**src/rtl/bus_pkg.sv**
```systemverilog
// Shared constants for the 4-master bus ownership controller: state encoding,
// master index sizing and active-low level names.
package bus_pkg;

  localparam int NUM_MST   = 4;
  localparam int MST_IDX_W = 2;

  localparam logic [1:0] IDLE = 2'd0;
  localparam logic [1:0] OWN  = 2'd1;
  localparam logic [1:0] XFER = 2'd2;
  localparam logic [1:0] ERR  = 2'd3;

  localparam logic ENABLE_  = 1'b0;
  localparam logic DISABLE_ = 1'b1;

  // Active-low one-hot grant vector for a single master.
  function automatic logic [NUM_MST-1:0] grant_vec(input logic [MST_IDX_W-1:0] idx);
    logic [NUM_MST-1:0] g;
    g      = {NUM_MST{DISABLE_}};
    g[idx] = ENABLE_;
    return g;
  endfunction

endpackage

```
**src/rtl/bus_rr_pick.sv**
```systemverilog
// Combinational rotating-priority encoder: highest priority at last+1, lowest
// at last itself, which can be masked out for owner-excluding hand-offs.
module bus_rr_pick
  import bus_pkg::*;
(
  input  logic [NUM_MST-1:0]   req,
  input  logic [MST_IDX_W-1:0] last,
  input  logic                 excl_last,
  output logic [MST_IDX_W-1:0] winner,
  output logic                 valid
);

  logic [MST_IDX_W-1:0] cand [NUM_MST];
  logic [NUM_MST-1:0]   elig;

  // cand[gi] is the master at rotation distance gi+1 from last.
  genvar gi;
  generate
    for (gi = 0; gi < NUM_MST; gi++) begin : g_rot
      assign cand[gi] = last + MST_IDX_W'(gi + 1);
      if (gi == NUM_MST - 1) begin : g_self
        assign elig[gi] = req[cand[gi]] & ~excl_last;
      end else begin : g_other
        assign elig[gi] = req[cand[gi]];
      end
    end
  endgenerate

  // Walk from lowest to highest priority so the nearest eligible master wins.
  always_comb begin
    winner = last;
    valid  = 1'b0;
    for (int i = NUM_MST - 1; i >= 0; i--) begin
      if (elig[i]) begin
        winner = cand[i];
        valid  = 1'b1;
      end
    end
  end

endmodule

```
**src/rtl/bus_grant_ctrl.sv**
```systemverilog
// Round-robin bus ownership controller for four masters with a transfer
// watchdog; grants are registered and drive the master mux directly.
module bus_grant_ctrl
  import bus_pkg::*;
#(
  parameter int TIMEOUT = 16,
  parameter int CNT_W   = 8
) (
  input  logic       clk,
  input  logic       reset,
  input  logic       m0_req_,
  input  logic       m1_req_,
  input  logic       m2_req_,
  input  logic       m3_req_,
  input  logic       s_as_,
  input  logic       m_rdy_,
  output logic       m0_grnt_,
  output logic       m1_grnt_,
  output logic       m2_grnt_,
  output logic       m3_grnt_,
  output logic [1:0] owner,
  output logic       busy,
  output logic       bus_err,
  output logic [1:0] err_mst
);

  logic [1:0]           state_reg, state_next;
  logic [CNT_W-1:0]     cnt_reg, cnt_next;
  logic [MST_IDX_W-1:0] last_reg, last_next;
  logic [MST_IDX_W-1:0] owner_reg, owner_next;
  logic [MST_IDX_W-1:0] err_mst_reg, err_mst_next;
  logic [NUM_MST-1:0]   grnt_reg, grnt_next;
  logic                 bus_err_reg, bus_err_next;

  logic [NUM_MST-1:0]   req_vec;
  logic [MST_IDX_W-1:0] pick_idx;
  logic                 pick_valid;
  logic                 owner_req;
  logic                 timeout_hit;
  logic [CNT_W-1:0]     cnt_inc;

  assign req_vec     = ~{m3_req_, m2_req_, m1_req_, m0_req_};
  assign owner_req   = req_vec[owner_reg];
  assign timeout_hit = (cnt_reg == CNT_W'(TIMEOUT - 1));
  assign cnt_inc     = (cnt_reg == {CNT_W{1'b1}}) ? cnt_reg : cnt_reg + 1'b1;

  // In OWN the only use of the picker is a hand-off, so the owner is masked.
  bus_rr_pick u_pick (
    .req       (req_vec),
    .last      (last_reg),
    .excl_last (state_reg == OWN),
    .winner    (pick_idx),
    .valid     (pick_valid)
  );

  always_comb begin
    state_next   = state_reg;
    cnt_next     = cnt_reg;
    last_next    = last_reg;
    owner_next   = owner_reg;
    grnt_next    = grnt_reg;
    bus_err_next = 1'b0;
    err_mst_next = err_mst_reg;
    case (state_reg)
      IDLE: begin
        if (pick_valid) begin
          grnt_next  = grant_vec(pick_idx);
          owner_next = pick_idx;
          last_next  = pick_idx;
          state_next = OWN;
        end
      end
      OWN: begin
        if (s_as_ == ENABLE_) begin
          state_next = XFER;
          cnt_next   = '0;
        end else if (!owner_req) begin
          if (pick_valid) begin
            grnt_next  = grant_vec(pick_idx);
            owner_next = pick_idx;
            last_next  = pick_idx;
          end else begin
            grnt_next  = {NUM_MST{DISABLE_}};
            state_next = IDLE;
          end
        end
      end
      XFER: begin
        cnt_next = cnt_inc;
        if (m_rdy_ == ENABLE_) begin
          state_next = OWN;
          cnt_next   = '0;
        end else if (timeout_hit) begin
          bus_err_next = 1'b1;
          err_mst_next = owner_reg;
          grnt_next    = {NUM_MST{DISABLE_}};
          cnt_next     = '0;
          state_next   = ERR;
        end
      end
      ERR: begin
        state_next = IDLE;
      end
      default: begin
        grnt_next  = {NUM_MST{DISABLE_}};
        state_next = IDLE;
      end
    endcase
  end

  always_ff @(posedge clk or negedge reset) begin
    if (!reset) begin
      state_reg   <= IDLE;
      cnt_reg     <= '0;
      last_reg    <= MST_IDX_W'(NUM_MST - 1);
      owner_reg   <= '0;
      grnt_reg    <= {NUM_MST{DISABLE_}};
      bus_err_reg <= 1'b0;
      err_mst_reg <= '0;
    end else begin
      state_reg   <= state_next;
      cnt_reg     <= cnt_next;
      last_reg    <= last_next;
      owner_reg   <= owner_next;
      grnt_reg    <= grnt_next;
      bus_err_reg <= bus_err_next;
      err_mst_reg <= err_mst_next;
    end
  end

  assign m0_grnt_ = grnt_reg[0];
  assign m1_grnt_ = grnt_reg[1];
  assign m2_grnt_ = grnt_reg[2];
  assign m3_grnt_ = grnt_reg[3];
  assign owner    = owner_reg;
  assign busy     = ~&grnt_reg;
  assign bus_err  = bus_err_reg;
  assign err_mst  = err_mst_reg;

endmodule

```
**config.mk**
```make
export PLATFORM = sky130hd
export DESIGN_NAME = bus_grant_ctrl
export DESIGN_NICKNAME = d
export VERILOG_FILES = /design/src/rtl/bus_pkg.sv /design/src/rtl/bus_rr_pick.sv /design/src/rtl/bus_grant_ctrl.sv
export SDC_FILE = /design/constraint.sdc
export NUM_CORES = 1
export LEC_CHECK = 0
export CORE_MARGIN = 2
export CORE_UTILIZATION = 40
export CTS_BUF_LIST = sky130_fd_sc_hd__clkbuf_4
export DETAILED_ROUTE_END_ITERATION = 8
export PLACE_DENSITY = 0.64
export SETUP_SLACK_MARGIN = 0.4
export SYNTH_ARGS = -nofsm -noshare
export SYNTH_HDL_FRONTEND = slang
export SYNTH_SLANG_ARGS = --single-unit
```
**constraint.sdc**
```tcl
create_clock -name clk -period 2.06 [get_ports clk]
set_input_delay 0.618 -clock clk [delete_from_list [all_inputs] [get_ports clk]]
set_output_delay 0.618 -clock clk [all_outputs]
set_load 0.02 [all_outputs]
```
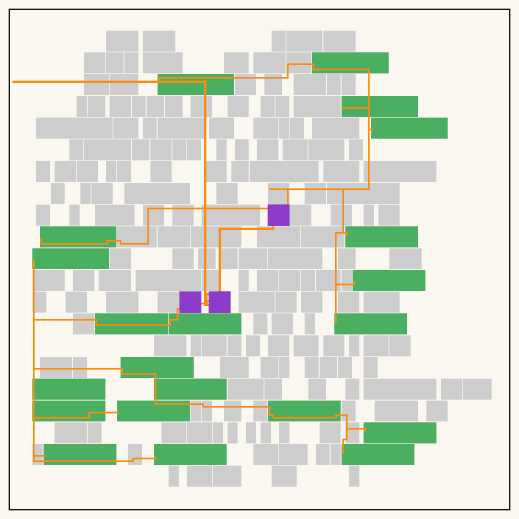
**Above:** clock network drawn from the DEF.
Drawn at 8 px/micron.
[clock-net drivers] purple | count: 3
[flip-flops] green | count: 21
[clock wires] orange | length: 327 microns
flops lie: widely spread
routed clock nets: 4
clock network power share: 7.0%
Worst Skew: 4.16 ps

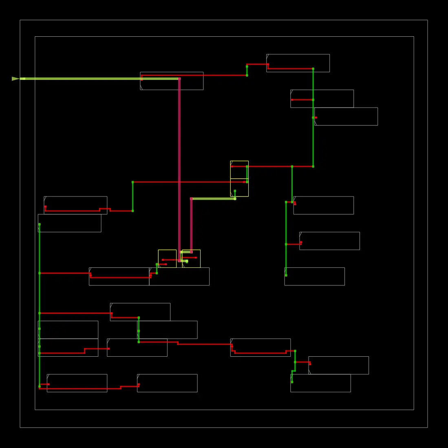
**Above:** the clock network.
number of clock-tree buffers in the layout: 3
flop count: 21

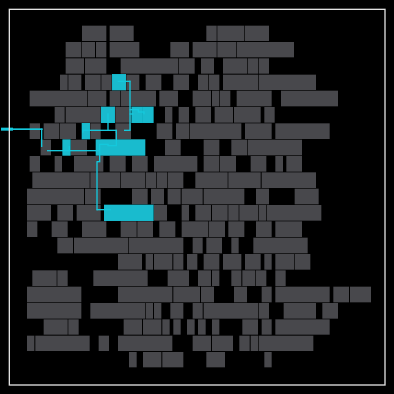
**Above:** port wiring.
Drawn at 6 px/micron.
[m2_req_] cyan | bits: 1 | direction: input | edge: west | end cells: 8 | wire: 59.3 microns
port buffer count: 17
number of placed I/O pins: 18

==> summary.txt <==
The layout was made with Yosys and OpenROAD.

The run finished with clean final reports. The analysis attributes to cell leakage a power of 0.886 nW. After global routing, the most crowded layer is met2.

Setup repair after global routing could not meet its margin everywhere. The final tally of hold violations is 0. The buffering stage count on the worst path with inverters included is 0. The worst hold margin is 520 ps. The cell type group with the largest total delay on the critical path is flip-flops. On met2, the global router reports a usage of 33.4%. The class of the most critical setup path is reg -> reg.

The synthesized netlist handed to floorplanning was reported with a cell count of 145. Global routing consumed, over all layers together, 20.3% of the routing resources. The maximum net fanout on the critical path is 5. The die area is 3890 sq um. The type of origin of the critical path is a register. Global routing used 27.9% of the available met1 tracks. In this run, synthesis inferred 0 flip-flops with an integrated enable. Yosys attributes the largest share of cell area to dfrtp_1, dfstp_2, o21ai_0. The number of global-route vias before repair is 1,343. The tightest slew margin relative to the limit is 68.5%. The average wire per standard cell is 15.4 microns. The core area is 3310 sq um.

Once placement finished, the instance area stood at 1750 sq um. The warning tally printed by Yosys for this design is 0. The most area-hungry cell type in the Yosys netlist is dfrtp_1. In the synthesized netlist, the cells that appear most often are dfrtp_1, o21ai_0, nor2_1, nor3_1.

The mean cell area of the mapped netlist is 9.40 sq um. The post-layout minimum cycle time is 1970 ps. Entering global routing, the biggest net connects 22 pins. The depth of the CTS H-tree is 1. The antenna diode instance count is 0.

The later pin in the worst-skew pair is clocked with a latency of 320 ps. The growth of design area from synthesis to finish is 51.1%. In the synthesized netlist the async set-or-reset flop fraction comes to 100%.
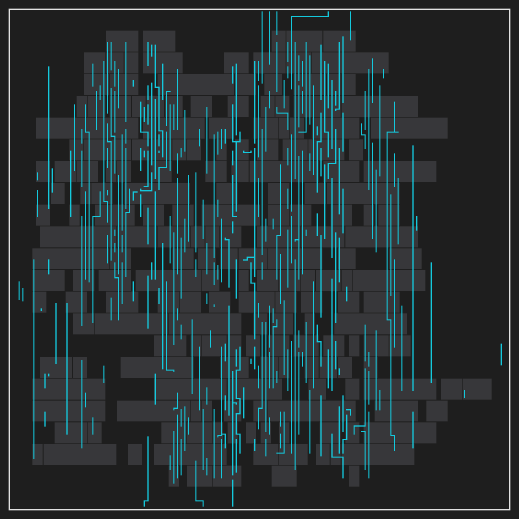
**Above:** signal wires on met2.
Drawn at 8 px/micron. Cells faint in the background.
wire length on this layer: 1,760 microns
main direction: vertical
longest straight run: 30.6 microns
nets with wire on the layer: 185
overall routed net length: 3760 microns
overall via count from detail_route: 1,322

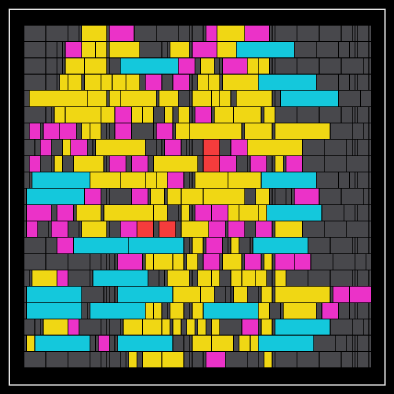
**Above:** cell classes on the final placement.
Drawn at 6 px/micron. Fill, decap, tap and diode cells in grey.
[remaining buffers and delay cells] magenta | cells: 55 | share of their area: 21%
[remaining logic cells] yellow | cells: 119 | share of their area: 51%
[registers] cyan | cells: 21 | share of their area: 27%
[clock drivers and dummy loads] red | cells: 4 | share of their area: 1.5%
sequential fraction of total cell area: 25.9%
final cell area excluding filler cells: 2060 sq um

-- what timing repair did --
action | CTS | global route
endpoints found under the setup margin | 30 | 29
setup buffers | 15 | 3
hold buffers | 0 | 0
pin swaps | 8 | 6
resized | 78 | 23
-- layout make-up --
| class | count | area, sq um | area share (%) |
|---|---|---|---|
| inverter | 7 | 28.8 | 1.40 |
| clock buffer | 3 | 22.5 | 1.09 |
| sequential | 21 | 533 | 25.9 |
| clock inverter | 1 | 7.51 | 0.365 |
| timing repair buffer | 55 | 424 | 20.6 |
| tap | 46 | 57.6 | 2.80 |
| multi-input combinational | 112 | 985 | 47.8 |
-- worst register-to-register path, delay by kind of cell, from the launching register on --
| kind | cells | cell delay (ps) |
|---|---|---|
| flip-flops | 1 | 620 |
| AND/OR/NAND/NOR | 1 | 260 |
| multiplexers | 1 | 540 |
| AND-OR/OR-AND | 2 | 460 |
-- per-layer routing --
layer / vias up / routed length (microns)
met1: 646 / 1820
li1: 646 / -
met5: - / 0
met4: 0 / 81
met3: 8 / 100
met2: 22 / 1760
-- where the power goes --
part	leakage (nW)	switching, mW	internal [mW]
logic	0.607	1.07	1.23
registers	0.265	0.118	0.579
clock network	0.0139	0.153	0.0741
total	0.886	1.34	1.88
-- final timing paths --
path / from / endpoint / slack, ps / depth (start not counted)
worst max-delay path: last_reg[0] / grnt_reg[0] / 90 / 4
worst min-delay path: err_mst[0] / err_mst[0] / 520 / 1
worst max register to register: last_reg[0] / grnt_reg[0] / 90 / 4
worst min register to register: err_mst[0] / err_mst[0] / 520 / 1
max in group asynchronous: reset / last_reg[1] / 1160 / 2
min in group asynchronous: reset / state_reg[0] / 630 / 2
-- logic make-up (layout without fill, tap and decap cells) --
| group | after synthesis | count (layout) | share of synthesized area [%] |
|---|---|---|---|
| AND-OR/OR-AND | 36 | 36 | 18.9 |
| XOR/XNOR | 5 | 5 | 3.21 |
| adder cells (fa/ha/maj) | 5 | 5 | 4.59 |
| buffers and inverters | 12 | 66 | 3.95 |
| flip-flops | 21 | 21 | 39.1 |
| multiplexers | 9 | 9 | 8.91 |
| AND/OR/NAND/NOR | 57 | 57 | 21.3 |
-- per-stage QoR --
stage          utilization [%]  setup slack, ps  TNS (ps)  cells
2_1_floorplan                -            -50.5      -111    145
3_3_place_gp              52.8             -483     -4360    223
3_5_place_dp              52.8             -544     -4760    223
4_1_cts                   59.6             95.1         0    242
5_1_grt                   62.2             16.4         0    245
6_report                  62.2             92.2         0    245
-- cell usage in the layout (no fill, tap or decap), types with 5 or more instances in the layout --
cell type / instances
buf_4: 37
dfrtp_1: 15
o21ai_0: 12
nor2_1: 12
nand3_1: 8
nand2_1: 6
dfstp_2: 6
buf_6: 6
inv_1: 5
mux2_2: 5
xnor2_1: 5
nor3_1: 5
buf_2: 5
Power is estimated from default activity; no workload was simulated.
